**src/rtl/array_multiplier_4x4.sv**
```systemverilog
// Unsigned WIDTH x WIDTH carry-save array multiplier with a ripple-carry final row
// and one registered output stage (fixed one-cycle latency).
module array_multiplier_4x4 #(
  parameter int WIDTH = 4
) (
  input  logic               clk,
  input  logic               rst_n,
  input  logic [WIDTH-1:0]   x,
  input  logic [WIDTH-1:0]   y,
  input  logic               in_valid,
  output logic [2*WIDTH-1:0] z,
  output logic               out_valid
);

  // Row-major flattening: element [i*WIDTH+j] is row i, column j (weight i+j).
  logic [WIDTH*WIDTH-1:0] pp;
  logic [WIDTH*WIDTH-1:0] row_sum;
  logic [WIDTH*WIDTH-1:0] row_carry;
  logic [WIDTH-2:0]       ripple_carry;
  logic [2*WIDTH-1:0]     prod_p0;

  for (genvar i = 0; i < WIDTH; i++) begin : g_pp_row
    for (genvar j = 0; j < WIDTH; j++) begin : g_pp_col
      assign pp[i*WIDTH+j] = x[j] & y[i];
    end
  end

  // Row 0 is the first partial-product row with no carries yet.
  assign row_sum[WIDTH-1:0]   = pp[WIDTH-1:0];
  assign row_carry[WIDTH-1:0] = '0;

  // Each cell adds pp[i][j], the previous row's sum one column up, and the previous row's carry.
  for (genvar i = 1; i < WIDTH; i++) begin : g_row
    for (genvar j = 0; j < WIDTH; j++) begin : g_cell
      if (j == WIDTH-1) begin : g_edge_ha
        assign row_sum[i*WIDTH+j]   = pp[i*WIDTH+j] ^ row_carry[(i-1)*WIDTH+j];
        assign row_carry[i*WIDTH+j] = pp[i*WIDTH+j] & row_carry[(i-1)*WIDTH+j];
      end else if (i == 1) begin : g_first_ha
        assign row_sum[i*WIDTH+j]   = pp[i*WIDTH+j] ^ row_sum[(i-1)*WIDTH+j+1];
        assign row_carry[i*WIDTH+j] = pp[i*WIDTH+j] & row_sum[(i-1)*WIDTH+j+1];
      end else begin : g_fa
        logic a, b, c;
        assign a = pp[i*WIDTH+j];
        assign b = row_sum[(i-1)*WIDTH+j+1];
        assign c = row_carry[(i-1)*WIDTH+j];
        assign row_sum[i*WIDTH+j]   = a ^ b ^ c;
        assign row_carry[i*WIDTH+j] = (a & b) | (a & c) | (b & c);
      end
    end
  end

  for (genvar i = 0; i < WIDTH; i++) begin : g_low_bits
    assign prod_p0[i] = row_sum[i*WIDTH];
  end

  // Final ripple row resolves the last sum/carry vectors into the upper WIDTH bits.
  for (genvar k = 0; k < WIDTH-1; k++) begin : g_ripple
    logic a, b;
    assign a = row_sum[(WIDTH-1)*WIDTH+k+1];
    assign b = row_carry[(WIDTH-1)*WIDTH+k];
    if (k == 0) begin : g_ha
      assign prod_p0[WIDTH+k]  = a ^ b;
      assign ripple_carry[k]   = a & b;
    end else begin : g_fa
      logic c;
      assign c = ripple_carry[k-1];
      assign prod_p0[WIDTH+k]  = a ^ b ^ c;
      assign ripple_carry[k]   = (a & b) | (a & c) | (b & c);
    end
  end

  // The top column cannot carry out because the product always fits in 2*WIDTH bits.
  assign prod_p0[2*WIDTH-1] = row_carry[WIDTH*WIDTH-1] ^ ripple_carry[WIDTH-2];

  // Stage p0 -> output register
  always_ff @(posedge clk or negedge rst_n) begin
    if (!rst_n) begin
      z         <= '0;
      out_valid <= 1'b0;
    end else begin
      z         <= prod_p0;
      out_valid <= in_valid;
    end
  end

endmodule

```
**config.mk**
```make
export PLATFORM = sky130hd
export DESIGN_NAME = array_multiplier_4x4
export DESIGN_NICKNAME = d
export VERILOG_FILES = /design/src/rtl/array_multiplier_4x4.sv
export SDC_FILE = /design/constraint.sdc
export NUM_CORES = 1
export LEC_CHECK = 0
export ABC_AREA = 0
export CAP_MARGIN = 20
export CORE_AREA = 10 10 47 49
export CTS_BUF_LIST = sky130_fd_sc_hd__clkbuf_8
export DETAILED_ROUTE_END_ITERATION = 6
export DIE_AREA = 0 0 57 59
export PLACE_DENSITY = 0.77
export SYNTH_ARGS = -nofsm -noshare
export SYNTH_HDL_FRONTEND = slang
export SYNTH_SLANG_ARGS = --single-unit
```
**constraint.sdc**
```tcl
create_clock -name clk -period 0.8 [get_ports clk]
set_input_delay 0.12 -clock clk [delete_from_list [all_inputs] [get_ports clk]]
set_output_delay 0.12 -clock clk [all_outputs]
set_load 0.05 [all_outputs]
```
Figure 1. Pin placement.
Pins as bars across the die edge, other pins in gray.
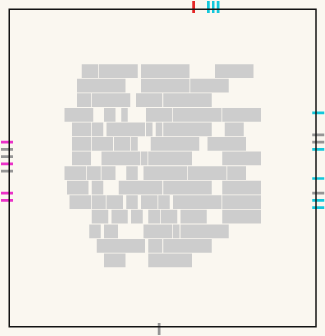
[z] cyan | pins: 8 | direction: output | edge: 5 east, 3 north
[y] magenta | pins: 4 | direction: input | edge: west
[clk] red | pins: 1 | direction: input | edge: north
all pins by edge: 8 east, 7 west, 4 north, 1 south
port bufs: 19
die height: 59 um

Figure 2. Wiring by layer.
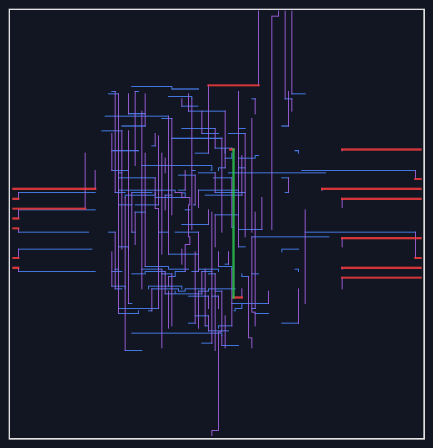
[M4] green | wire length: 20.4 um
[M2] purple | wire length: 720 um
[M3] red | wire length: 102 um
[M1] blue | wire length: 397 um
GRT Overall Usage: 7.706%
routed vias: 398
WL/cell: 14.08 um
Total Wirelength: 1239 um

Figure 3. Clock wiring as the flow saved it.
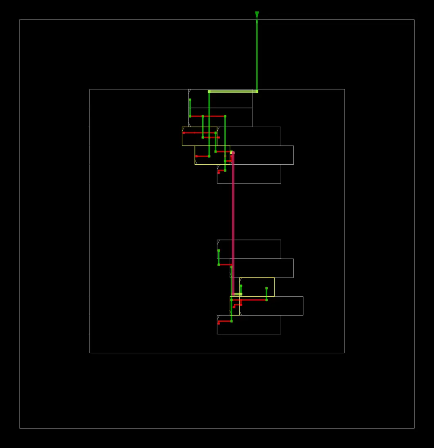
CTS buffer count: 3
clk sinks: 9
CLK BUF: 3

Figure 4. Wire density map.
The die is cut into 11 by 12 equal tiles; dark blue is low, red is high, scaled to the fullest tile. Values are wire area over tile area, all layers added.
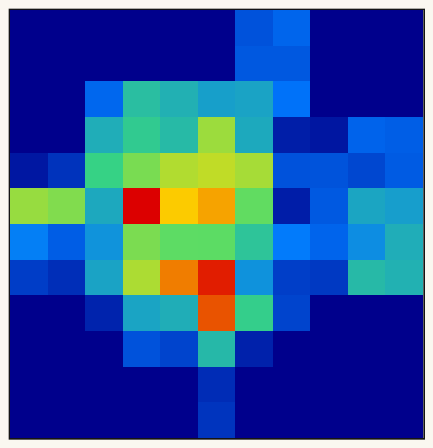
emptiest ninth of the die: south-east
nearly empty tiles: 43%
tiles over half the peak: 14%

Figure 5. Gate-type map.
Scale bar: 20 um.
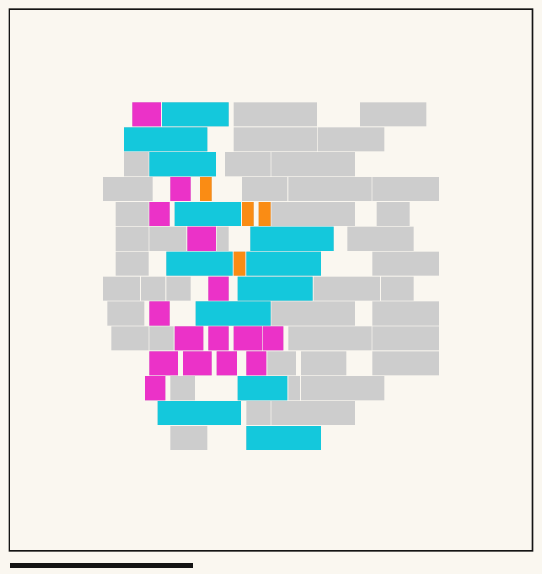
[inv cells] orange | cells: 4
[fa/ha/maj cells] cyan | cells: 12
[and/or cells] magenta | cells: 15 | most used: and2_1

==> results.ini <==
[timing]
setup_ws_ps=-1609
clock.fmax_mhz=415.2
post-route-min-period_ps=2409
hold_ws_ps=185.2
finalSetupViolCount=15
slew_headroom_pct=73.74
worstMarginPinSlew_ps=392.7

[floorplan]
dieArea_um2=3363
core_area_um2=1401
die_w_um=57
ios=20
rows=14

[synth]
synthCells=41
avgSynthCellArea_um2=13.37

[global_routing]
grt_pass1_wl_um=1966
grt_pass1_vias=453
grt_max_degree=10

[cts]
cts_tree=done

[run]
drv_cap=0

[cells_and_area]
utilization_pct=73.75
lay_top_cells=9 x and2_1, 9 x dfrtp_1, 9 x buf_12, 6 x and2_4, 6 x buf_4

[worst_setup_path]
crit_type=primary input to register
worstPathMaxFanout=3
critPathCaptureType=register

[power_and_ir_drop]
seq_power_share_pct=29.4
clkPwrFrac_pct=23.9
power_switching_mw=0.6922
switching_share_pct=33.65

[route]
dr.pass1.iters=4
drt_iter0_markers=4

[run_status]
violations=setup timing
status=finished, violations left

[place]
place_inst=82

-- state kept, by name, indices dropped and copies added, names as in the netlist --
| signal | count |
|---|---|
| z | 8 |
| out_valid | 1 |
-- cells by family after synthesis --
logic type | after synthesis | synth area share, %
fa+ha+maj | 12 | 38.36
flops | 9 | 41.10
simple gates | 16 | 17.81
buf+inv | 4 | 2.739
-- layout make-up --
cell class	instances	area, um^2	area share [%]
sequential	9	225.2	21.79
tap	16	20.02	1.937
clock buffer	3	41.29	3.995
timing repair buffer	27	355.3	34.38
clock inverter	1	3.754	0.3632
inverter	4	15.01	1.453
multi-input combinational	28	372.9	36.08
-- power by group through the flow --
stage	Sequential (mW)	Combinational, mW	Clock (mW)
after floorplan	0.855	0.174	0
after global placement	0.608	0.928	0
after detailed placement	0.613	0.955	0
after CTS	0.607	0.969	0.496
after global routing	0.610	1.02	0.520
final	0.604	0.962	0.491
-- timing repair --
action,in CTS,in global routing
setup endpoints to repair,16,15
buffers inserted,2,0
gates resized,26,7
pin swaps,10,12
-- per-layer routing --
metal	vias to the layer above	wire length [um]	global-route usage (%)
met5	-	0	0
met4	0	20	6.040
met3	2	101	3.004
met2	19	720	13.64
met1	192	396	6.897
li1	185	-	-
-- synthesized netlist by cell type, drive strengths merged --
cell type | n | area share, %
and2 | 15 | 17
dfrtp | 9 | 41
fa | 8 | 29
ha | 4 | 9.1
inv | 4 | 2.7
nand2 | 1 | 0.68
-- critical path, cell delays in order --
cell and delay, ps:
buf_8 100, buf_6 110, and2_4 150, fa_1 520
inv_1 50, fa_1 480, inv_2 50, ha_4 150
fa_2 360, fa_1 430
Power is estimated from default activity; no workload was simulated.
